--- src/rtl/spi_master_transmitter_pkg.sv ---
// Shared types and mode-0 bus constants for the SPI master transmitter.
//   spi_state_t : transmitter FSM states
//   SCLK_IDLE   : SCLK level between transfers (mode 0 idles low)
//   CS_INACTIVE : chip-select level when no frame is open
package spi_pkg;

  typedef enum logic [2:0] {
    IDLE,
    LEAD,
    SHIFT,
    GAP,
    TRAIL
  } spi_state_t;

  localparam logic SCLK_IDLE   = 1'b0;
  localparam logic CS_INACTIVE = 1'b1;

endpackage

--- src/rtl/spi_master_transmitter_clk_divider.sv ---
// SCLK half-period divider. Counts 0..CLK_DIV-1 while enabled and flags the
// wrap cycle as a tick; every SCLK edge and phase boundary lands on a tick.
//   clk, rst_n : system clock, asynchronous active-low reset
//   enable     : count while high
//   clear      : force the count back to 0 (takes priority over enable)
//   tick       : high on the cycle the count wraps
module spi_clk_divider #(
  parameter int CLK_DIV = 2
) (
  input  logic clk,
  input  logic rst_n,
  input  logic enable,
  input  logic clear,
  output logic tick
);

  localparam int CNT_W = $clog2(CLK_DIV + 1);
  localparam logic [CNT_W-1:0] CNT_LAST = CNT_W'(CLK_DIV - 1);

  logic [CNT_W-1:0] cnt;

  always_ff @(posedge clk or negedge rst_n) begin
    if (!rst_n) begin
      cnt <= '0;
    end else if (clear) begin
      cnt <= '0;
    end else if (enable) begin
      cnt <= (cnt == CNT_LAST) ? '0 : cnt + 1'b1;
    end
  end

  assign tick = enable && (cnt == CNT_LAST);

endmodule

--- src/rtl/spi_master_transmitter.sv ---
// Mode-0, MSB-first SPI master. Words arrive on a valid/ready stream into a
// one-entry holding register; back-to-back words share one CS_N frame with a
// single dummy SCLK period (MOSI at IDLE_VAL) between them.
//   clk, rst_n          : system clock, asynchronous active-low reset
//   data_in             : word to transmit
//   data_in_valid/ready : stream handshake (ready = hold register empty)
//   abort               : synchronous kill of the current transfer and hold
//   sclk, cs_n, mosi    : registered SPI bus outputs
//   busy                : FSM is outside IDLE
module spi_master_transmitter
  import spi_pkg::*;
#(
  parameter int   DATA_WIDTH = 8,
  parameter int   CLK_DIV    = 2,
  parameter logic IDLE_VAL   = 1'b1
) (
  input  logic                  clk,
  input  logic                  rst_n,
  input  logic [DATA_WIDTH-1:0] data_in,
  input  logic                  data_in_valid,
  output logic                  data_in_ready,
  input  logic                  abort,
  output logic                  sclk,
  output logic                  cs_n,
  output logic                  mosi,
  output logic                  busy
);

  localparam int BIT_W = $clog2(DATA_WIDTH + 1);
  localparam logic [BIT_W-1:0] BITS_LAST = BIT_W'(DATA_WIDTH);

  spi_state_t            state_q, state_d;
  logic [DATA_WIDTH-1:0] hold_q;
  logic                  hold_valid_q;
  logic                  hold_take;
  logic [DATA_WIDTH-1:0] shift_q, shift_d;
  logic [BIT_W-1:0]      bit_cnt_q, bit_cnt_d;
  logic                  sclk_q, sclk_d;
  logic                  cs_n_q, cs_n_d;
  logic                  mosi_q, mosi_d;
  logic                  tick;
  logic                  handshake;

  assign data_in_ready = !hold_valid_q;
  assign handshake     = data_in_valid && data_in_ready;
  assign busy          = (state_q != IDLE);
  assign sclk          = sclk_q;
  assign cs_n          = cs_n_q;
  assign mosi          = mosi_q;

  // The divider is held at zero in IDLE so LEAD always gets a full half-period.
  spi_clk_divider #(
    .CLK_DIV (CLK_DIV)
  ) u_clk_divider (
    .clk    (clk),
    .rst_n  (rst_n),
    .enable (state_q != IDLE),
    .clear  (state_q == IDLE),
    .tick   (tick)
  );

  // Holding register: abort flushes it and swallows a same-cycle handshake.
  always_ff @(posedge clk or negedge rst_n) begin
    if (!rst_n) begin
      hold_valid_q <= 1'b0;
    end else if (abort) begin
      hold_valid_q <= 1'b0;
    end else if (handshake) begin
      hold_valid_q <= 1'b1;
    end else if (hold_take) begin
      hold_valid_q <= 1'b0;
    end
  end

  always_ff @(posedge clk) begin
    if (handshake && !abort) begin
      hold_q <= data_in;
    end
  end

  always_ff @(posedge clk) begin
    shift_q <= shift_d;
  end

  always_ff @(posedge clk or negedge rst_n) begin
    if (!rst_n) begin
      state_q   <= IDLE;
      bit_cnt_q <= '0;
      sclk_q    <= SCLK_IDLE;
      cs_n_q    <= CS_INACTIVE;
      mosi_q    <= IDLE_VAL;
    end else begin
      state_q   <= state_d;
      bit_cnt_q <= bit_cnt_d;
      sclk_q    <= sclk_d;
      cs_n_q    <= cs_n_d;
      mosi_q    <= mosi_d;
    end
  end

  // Bus outputs are computed alongside the next state so they change on the
  // same edge as the state they belong to.
  always_comb begin
    state_d   = state_q;
    shift_d   = shift_q;
    bit_cnt_d = bit_cnt_q;
    sclk_d    = sclk_q;
    cs_n_d    = cs_n_q;
    mosi_d    = mosi_q;
    hold_take = 1'b0;

    if (abort) begin
      state_d   = IDLE;
      bit_cnt_d = '0;
      sclk_d    = SCLK_IDLE;
      cs_n_d    = CS_INACTIVE;
      mosi_d    = IDLE_VAL;
    end else begin
      case (state_q)
        IDLE: begin
          bit_cnt_d = '0;
          sclk_d    = SCLK_IDLE;
          cs_n_d    = CS_INACTIVE;
          mosi_d    = IDLE_VAL;
          if (hold_valid_q) begin
            state_d   = LEAD;
            shift_d   = hold_q;
            hold_take = 1'b1;
            cs_n_d    = !CS_INACTIVE;
            mosi_d    = hold_q[DATA_WIDTH-1];
          end
        end

        LEAD: begin
          if (tick) begin
            state_d = SHIFT;
          end
        end

        SHIFT: begin
          if (tick) begin
            if (sclk_q == SCLK_IDLE) begin
              sclk_d    = !SCLK_IDLE;
              bit_cnt_d = bit_cnt_q + 1'b1;
            end else begin
              sclk_d = SCLK_IDLE;
              // The falling edge after the last rise closes the word.
              if (bit_cnt_q == BITS_LAST) begin
                bit_cnt_d = '0;
                mosi_d    = IDLE_VAL;
                state_d   = hold_valid_q ? GAP : TRAIL;
              end else begin
                shift_d = {shift_q[DATA_WIDTH-2:0], 1'b0};
                mosi_d  = shift_q[DATA_WIDTH-2];
              end
            end
          end
        end

        GAP: begin
          // Dummy SCLK period; the next word is loaded on its falling edge.
          if (tick) begin
            if (sclk_q == SCLK_IDLE) begin
              sclk_d = !SCLK_IDLE;
            end else begin
              sclk_d    = SCLK_IDLE;
              state_d   = SHIFT;
              shift_d   = hold_q;
              hold_take = 1'b1;
              mosi_d    = hold_q[DATA_WIDTH-1];
            end
          end
        end

        TRAIL: begin
          if (tick) begin
            state_d = IDLE;
            cs_n_d  = CS_INACTIVE;
          end
        end

        default: begin
          state_d = IDLE;
        end
      endcase
    end
  end

endmodule

--- config.mk ---
export PLATFORM = sky130hd
export DESIGN_NAME = spi_master_transmitter
export DESIGN_NICKNAME = d
export VERILOG_FILES = /design/src/rtl/spi_master_transmitter_pkg.sv /design/src/rtl/spi_master_transmitter_clk_divider.sv /design/src/rtl/spi_master_transmitter.sv
export SDC_FILE = /design/constraint.sdc
export NUM_CORES = 1
export LEC_CHECK = 0
export CORE_UTILIZATION = 35
export DETAILED_ROUTE_END_ITERATION = 8
export GPL_TIMING_DRIVEN = 1
export PLACE_DENSITY = 0.64
export SYNTH_ARGS = -nofsm -noshare
export SYNTH_HDL_FRONTEND = slang
export SYNTH_SLANG_ARGS = --single-unit
export TNS_END_PERCENT = 1
--- constraint.sdc ---
create_clock -name clk -period 3.23 [get_ports clk]
set_input_delay 0.646 -clock clk [delete_from_list [all_inputs] [get_ports clk]]
set_output_delay 0.646 -clock clk [all_outputs]
set_load 0.005 [all_outputs]
run_1/pdn.png
The bar under the picture is 20 um long. Pins as bars on the die edge.
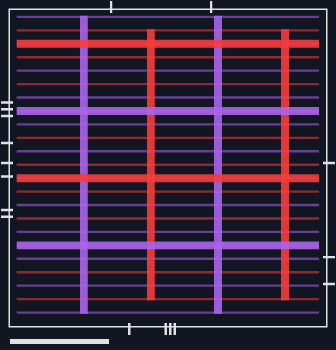
VSS -> purple
VDD -> red
rows = 22
signal pins = 17
met4 straps = 4
met5 straps = 4

run_1/cell_classes.png
Fill, decap, tap and diode cells in gray.
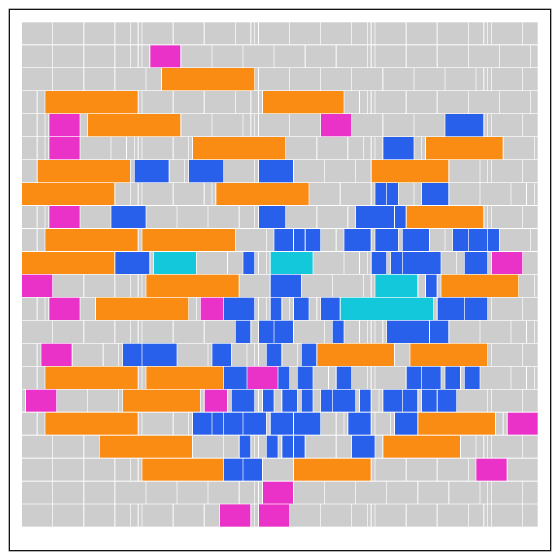
flip-flops -> orange  # cells 28, share of their area 50%
clock drivers and dummy loads -> cyan  # cells 4, share of their area 4.6%
all other logic -> blue  # cells 80, share of their area 34%
other buffers and delay cells -> magenta  # cells 18, share of their area 11%

==> CHANGELOG.md, run 1 <==
## Flow update

- Status: complete, no violations
- Tightest Hold Check Type: reg -> reg
- Htree depth: 1
- DRT antenna net count: 0
- MUX share of area: 5.03%
- Pwr/cell area: 481 mW/mm2
- Yosys Instances: 115
- Synth cell types: 40
- Nets@finish: 145
- Pre-Repair DR Iteration Count: 4
- Worst EP arrival: 1.79 ns
- Max Freq: 411 MHz
- # IOs: 17
- Pre-CTS setup slack: 0.871 ns
- Worst Max-Slew Pin Slew: 0.594 ns
- Post-synthesis cell area: 0.00134 mm2
- Setup CP Type: reg -> out
- Yosys top cell by instances: edfxtp_1
- Top cells, area: edfxtp_1 (34%), dfrtp_1 (20%), mux2_2 (5.0%)
- # fillers: 348
- First-pass GRT wire length: 3990 um
- Leakage: 0.000590 uW
- RSZ-0062 raised after global routing: no
- Placed instance count: 174
- Clock Sinks: 28
- ANT cells: 0
- Worst r2r dst: shift_q[5]$_DFFE_PP_
- DRC: 0
- Commonest flop: edfxtp_1
- Final number of setup-violating endpoints: 0
- CP startpoint: state_q[0]$_DFFE_PN0P_
- Worst R2R Path Depth: 6
- CP required: 2.58 ns
- Simple-Gate Area Share: 16.0%
- TritonCTS clock tree: built
- CP Buf/Inv Count: 2
- Slowest stage cell, crit path: dfrtp_1
- FF-to-FF setup slack: 1.39 ns
- Post-synth regs: 28
- Slowest cell delay on critical path: 0.53 ns
- CP cell instances: nor3_1 -> inv_1 -> clkdlybuf4s50_1
- Vias in the first global route: 854
- Site Rows: 22
- Xor/xnor share of the synthesized area: 0%
- Post-synth top area cell: edfxtp_1
- Setup bufs post-CTS: 0
- Initial Utilization: 36.7%
- Post-layout minimum cycle time: 2.43 ns
- Worst VDD drop: 348 uV
- Post-cts resize count: 0
- Chip Area, Yosys: 0.00134 mm2
- FFs w/ async S/R, synth: 46.4%
- Adder Share, Synth: 1.86%
- Post-Syn Nets: 129
- CTS clk-pin slew, worst paths: 0.10 ns
- Die area: 0.00409 mm2
- PnR worst setup slack: 0.797 ns
- Routed len/inst: 14.2 um
- Post-Syn Instances: 115
- Total grt overflow: 0
- Violation tally from detailed-route iteration zero: 43
- Synth-to-layout area growth: 19.9%
- Syn_area_per_cell: 11.7 um2
- TritonCTS buffer count: 3
- Pin count of the biggest net entering global routing: 17
- Multi-input gate area: 508 um2
- Vias post-DR: 933
- DP Area: 0.00154 mm2
- Vias per inst: 5.24
- Synth top area share: 33.5%
- CP top delay family: buffers and inverters
- Ao+oa area frac: 14.8%
- Max capacitance violation total: 0
- Crit path max fanout: 13
- Hold Vio Cnt, Final: 0
- Root Driver: clkbuf_8
- Worst setup path end: busy
- Buffers on Ports: 16
- Global router's overall resource usage: 12.7%
- Die width: 64.0 um
- Clk_skew: 0.00272 ns
- Initial antenna violation count: 0
- Worst reg2reg path startpoint: bit_cnt_q[0]$_DFFE_PN0P_
- Syn. warnings: 0
- Finished Layout Cells: 178
- Post-route cell area: 0.00161 mm2
- Top logic family: simple AND/OR/NAND/NOR gates
- Die boundary height: 64.0 um
- Synth Seq Share: 57.9%
run_1/clock_map.png
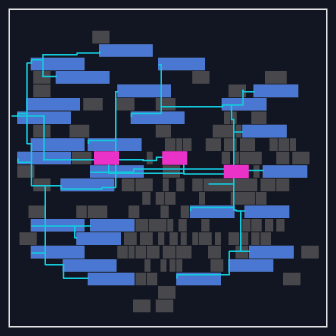
flip-flops -> blue  # count 28
cells driving clock nets -> magenta  # count 3
clock wires -> cyan  # length 361 um
routed clock nets = 4
flops lie = all over the die

run_1/metal_stack.png
The bar under the picture is 20 um long. Only two layers are drawn.
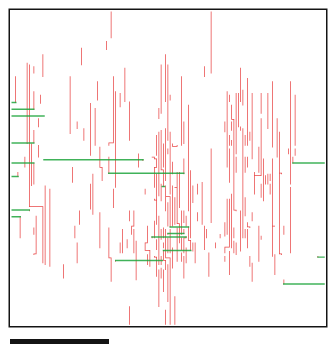
met3 -> green  # wire length 106 um
met2 -> red  # wire length 1170 um

run 1: cell type report:
class                           instances  share of cell area, %
Sequential cell                        28                   48.3
Multi-Input combinational cell         75                   31.5
Timing Repair Buffer                   18                   10.9
Tap cell                               48                   3.73
Clock buffer                            3                   2.56
Clock inverter                          1                   1.86
Inverter                                5                   1.16
run 1: power by group:
part / leakage, uW / switching, uW / internal [uW]
sequential: 0.000311 / 13.4 / 395
combinational: 0.000243 / 41.5 / 43.9
clock: 0.0000357 / 115 / 166
total: 0.000590 / 170 / 605
run 1: cells by family after synthesis:
family,after synthesis
simple gates,39
fa+ha+maj,2
compound gates,28
buf+inv,12
flops,28
mux,6
run 1: through the flow:
stage	util, %	power [uW]
floorplan	-	464
global placement	42.1	499
detailed placement	42.1	501
CTS	44.0	781
global route	44.0	805
finish	44.0	775
run 1: how the worst min path moves through the flow:
stage | to | cells past startpoint | from | slack (ns)
after detailed placement | u_clk_divider.cnt[0]$_DFF_PN0_ | 1 | u_clk_divider.cnt[0]$_DFF_PN0_ | 0.48
after global routing | u_clk_divider.cnt[0]$_DFF_PN0_ | 1 | u_clk_divider.cnt[0]$_DFF_PN0_ | 0.52
final | u_clk_divider.cnt[0]$_DFF_PN0_ | 1 | u_clk_divider.cnt[0]$_DFF_PN0_ | 0.49
after CTS | u_clk_divider.cnt[0]$_DFF_PN0_ | 1 | u_clk_divider.cnt[0]$_DFF_PN0_ | 0.50
after global placement | u_clk_divider.cnt[0]$_DFF_PN0_ | 1 | u_clk_divider.cnt[0]$_DFF_PN0_ | 0.47
after floorplan | bit_cnt_q[0]$_DFFE_PN0P_ | 0 | rst_n | 0.35
run 1: metal layers:
| layer | vias to the layer above | GRT usage [%] | wire length (um) |
|---|---|---|---|
| li1 | 452 | - | - |
| met1 | 454 | 16.0 | 1220 |
| met2 | 23 | 21.0 | 1170 |
| met3 | 4 | 4.46 | 106 |
| met4 | 0 | 2.56 | 23 |
| met5 | - | 0 | 0 |
run 1: cells in the final DEF (no fill, tap or decap), types with 4 or more instances in the layout:
cell and instances:
nor2_1 11, nand2_1 4, a21oi_1 4, clkdlybuf4s50_1 16
mux2_2 6, dfrtp_1 11, nor2b_1 5, o21ai_0 6
edfxtp_1 15, inv_1 4
run 1: flip-flops by register name, indices dropped and copies added, names as in the netlist:
name	cells
bit_cnt_q	4
shift_q	7
state_q	3
mosi	1
hold_q	8
cs_n	1
hold_valid_q	1
sclk	1
u_clk_divider.cnt	2
run_1/final_clocks.png
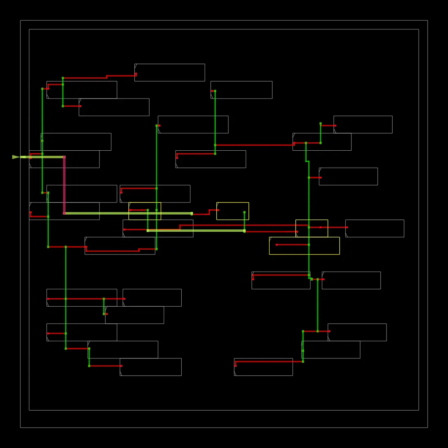

==> inputs of run 2 (changes only) <==
clock period = 2.34 ns   (was 3.23 ns; I/O delays follow)
run_2/final_clocks.png
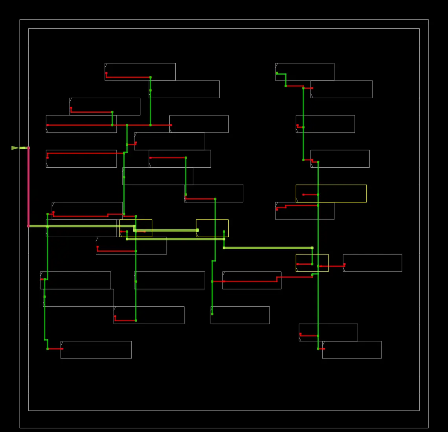
clk_skew: 0.00355 ns
Clock Power: 383 uW

run_2/cell_classes.png
Fill, decap, tap and diode cells in gray.
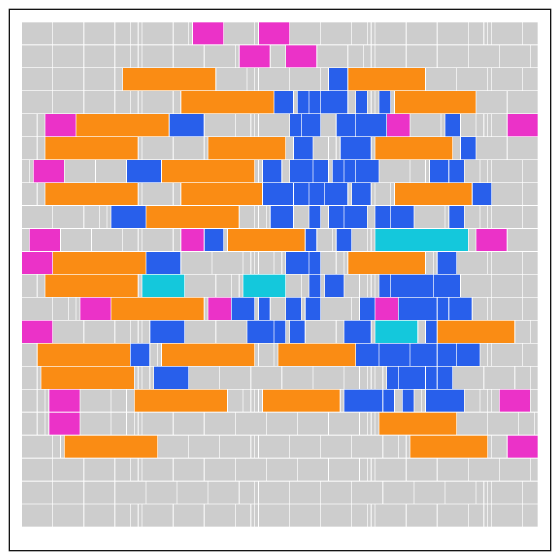
other buffers and delay cells -> magenta  # cells 20, share of their area 12%
all other logic -> blue  # cells 80, share of their area 34%
flip-flops -> orange  # cells 28, share of their area 50%
clock drivers and dummy loads -> cyan  # cells 4, share of their area 4.5%
Util after Layout: 44.6%
Core ar.: 0.00366 mm2
Site Rows: 22
post-route cell area: 0.00163 mm2

==> run 2 against run 1 <==
Against the previous run:
- register-to-register slack worse by 0.95 ns
- hold slack improved by 0.019 ns
- sequential cell count is the same
- power increased by 38%
- largest power group unchanged
- clock skew up 0.00083 ns
- critical path depth is the same
- synthesized cell count unchanged
- clock power rose by 36%
- first-iteration DRC count rose by 7.0%
- largest cell class unchanged
==> CHANGELOG.md, run 2 <==
## Flow update

- DRC: 0 (unchanged)
- Worst VDD drop: 463 uV (+33%)
- CP startpoint: state_q[0]$_DFFE_PN0P_
- Die width: 64.0 um (unchanged)
- CP top delay family: buffers and inverters
- Most frequent cells in the layout: clkdlybuf4s50_1 (16), edfxtp_1 (15), nor2_1 (11), dfrtp_1 (11)
- FFs w/ async S/R, synth: 46.4% (unchanged)
- CTS clk-pin slew, worst paths: 0.09 ns (about the same)
- Chip Area, Yosys: 0.00134 mm2 (unchanged)
- Setup CP Type: reg -> out
- PnR worst setup slack: 0.222 ns (-0.575 ns)
- Status: complete, no violations
- First-pass GRT wire length: 4110 um (+3.1%)
- Vias in the first global route: 916 (+7.3%)
- Hold path start: u_clk_divider.cnt[0]$_DFF_PN0_
- Slowest stage cell, crit path: dfrtp_1
- CP Buf/Inv Count: 2 (unchanged)
- Hold Vio Cnt, Final: 0 (unchanged)
- Register with the most flip-flops: hold_q
- Tightest Hold Check Type: reg -> reg
- CP required: 1.87 ns (-0.71 ns)
- Post-Syn Nets: 129 (unchanged)
- RSZ-0062 raised after global routing: no
- TritonCTS buffer count: 3 (unchanged)
- Pre-CTS setup slack: 0.337 ns (-0.534 ns)
- Top cells, area: edfxtp_1 (34%), dfrtp_1 (20%), mux2_2 (5.0%)
- Final number of setup-violating endpoints: 0 (unchanged)
- Yosys Instances: 115 (unchanged)
- Htree depth: 1 (unchanged)
- # IOs: 17 (unchanged)
- Post-synth regs: 28 (unchanged)
- Initial antenna violation count: 0 (unchanged)
- Most numerous logic cell after layout: clkdlybuf4s50_1
- FF-to-FF setup slack: 0.44 ns (-0.95 ns)
- Worst EP arrival: 1.65 ns (-0.14 ns)
- Leakage: 0.000601 uW (+1.9%)
- Synth-to-layout area growth: 21.4%
- Synth cell types: 40 (unchanged)
- Synth Seq Share: 57.9% (unchanged)
- DP Area: 0.00156 mm2 (+0.97%)
- Syn. warnings: 0 (unchanged)
- Total grt overflow: 0 (unchanged)
- Post-layout minimum cycle time: 2.12 ns
- Pin count of the biggest net entering global routing: 17 (unchanged)
- Root Driver: clkbuf_8
- Nets@finish: 147 (+1.4%)
- Post-synth top area cell: edfxtp_1
- Slowest cell delay on critical path: 0.52 ns (about the same)
- Commonest flop: edfxtp_1
- Worst reg2reg path startpoint: bit_cnt_q[0]$_DFFE_PN0P_
- Initial Utilization: 36.7% (unchanged)
- Max capacitance violation total: 0 (unchanged)
- Crit path max fanout: 13 (unchanged)
- Max reg flops: 8 (unchanged)
- Vias per inst: 5.10 (-2.7%)
- Buffers on Ports: 16 (unchanged)
- Max Freq: 472 MHz
- Violation tally from detailed-route iteration zero: 46 (+7.0%)
- Die boundary height: 64.0 um (unchanged)
- Setup bufs post-CTS: 0 (unchanged)
- Post-Syn Instances: 115 (unchanged)
- Yosys top cell by instances: edfxtp_1
- Synth top area share: 33.5% (unchanged)
- Post-synthesis cell area: 0.00134 mm2 (unchanged)
- Clock Sinks: 28 (unchanged)
run_2/metal_stack.png
The bar under the picture is 20 um long. Only two layers are drawn.
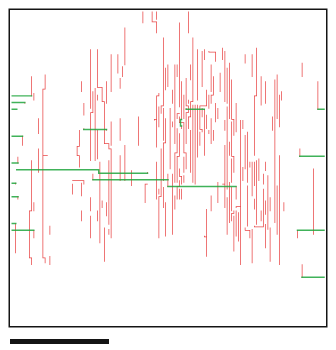
met3 -> green  # wire length 99.7 um
met2 -> red  # wire length 1180 um
WL final: 2420 um
vias post-DR: 918
routed len/inst: 13.5 um
global router's overall resource usage: 13.0%

==> run 2: cell counts after synthesis <==
No cell type changed its count.
==> run 2: timing repair <==
action / CTS / global route
resized: 0 / 1
setup endpoints to repair: 0 / 1
hold buffers: 0 / 0
==> run 2: path summary, 6_finish.rpt <==
kind,end,depth (start not counted)
min in group asynchronous,u_clk_divider.cnt[1]$_DFF_PN0_,1
hold reg to reg,u_clk_divider.cnt[0]$_DFF_PN0_,1
setup / recovery,busy,3
max in group asynchronous,u_clk_divider.cnt[0]$_DFF_PN0_,1
setup reg to reg,shift_q[2]$_DFFE_PP_,6
hold / removal,u_clk_divider.cnt[0]$_DFF_PN0_,1
==> run 2: layer usage <==
layer / global-route usage [%] / routed length, um / up-vias
met5: 0 / 0 / -
met4: 2.56 / 12 / 0
met3: 4.29 / 99 / 2
met2: 23.0 / 1180 / 23
met1: 15.3 / 1130 / 440
li1: - / - / 453
==> run 2: through the flow <==
stage	utilization, %	hold WS, ns	cells
after global placement	42.5	0.473	176
after floorplan	-	0.172	115
after CTS	44.4	0.509	180
final	44.6	0.511	180
after detailed placement	42.5	0.498	176
after global routing	44.6	0.564	180
==> run 2: worst reg2reg max path: cells and delay by family, from the launching register on <==
kind	cells	cell delay, ns
and+or+nand+nor	1	0.13
buffers and inverters	2	0.30
DFF	1	0.42
adders and majority gates	1	0.21
AOI/OAI and AO/OA	2	0.57
==> run 2: kinds of logic (layout without fill, tap and decap cells) <==
kind of cell	Yosys count	count (layout)	synth area share, %
AOI/OAI and AO/OA	28	28	14.8
adders and majority gates	2	2	1.86
buffers and inverters	12	29	4.37
muxes	6	6	5.03
DFF	28	28	57.9
and+or+nand+nor	39	39	16.0
==> run 2: cell type report <==
class / count / area (um2)
clock buffer: 3 / 41.3
clock inverter: 1 / 30.0
fill: 342 / 2030
inverter: 5 / 18.8
multi-input combinational: 75 / 513
sequential: 28 / 778
tap: 48 / 60.1
timing repair buffer: 20 / 190
==> run 2: power by group <==
part | leakage (uW) | internal, uW | total [uW] | switching [uW]
registers | 0.000311 | 545 | 562 | 16.6
logic | 0.000255 | 63.4 | 123 | 59.3
clock network | 0.0000357 | 229 | 383 | 154
Power is estimated from default activity; no workload was simulated.
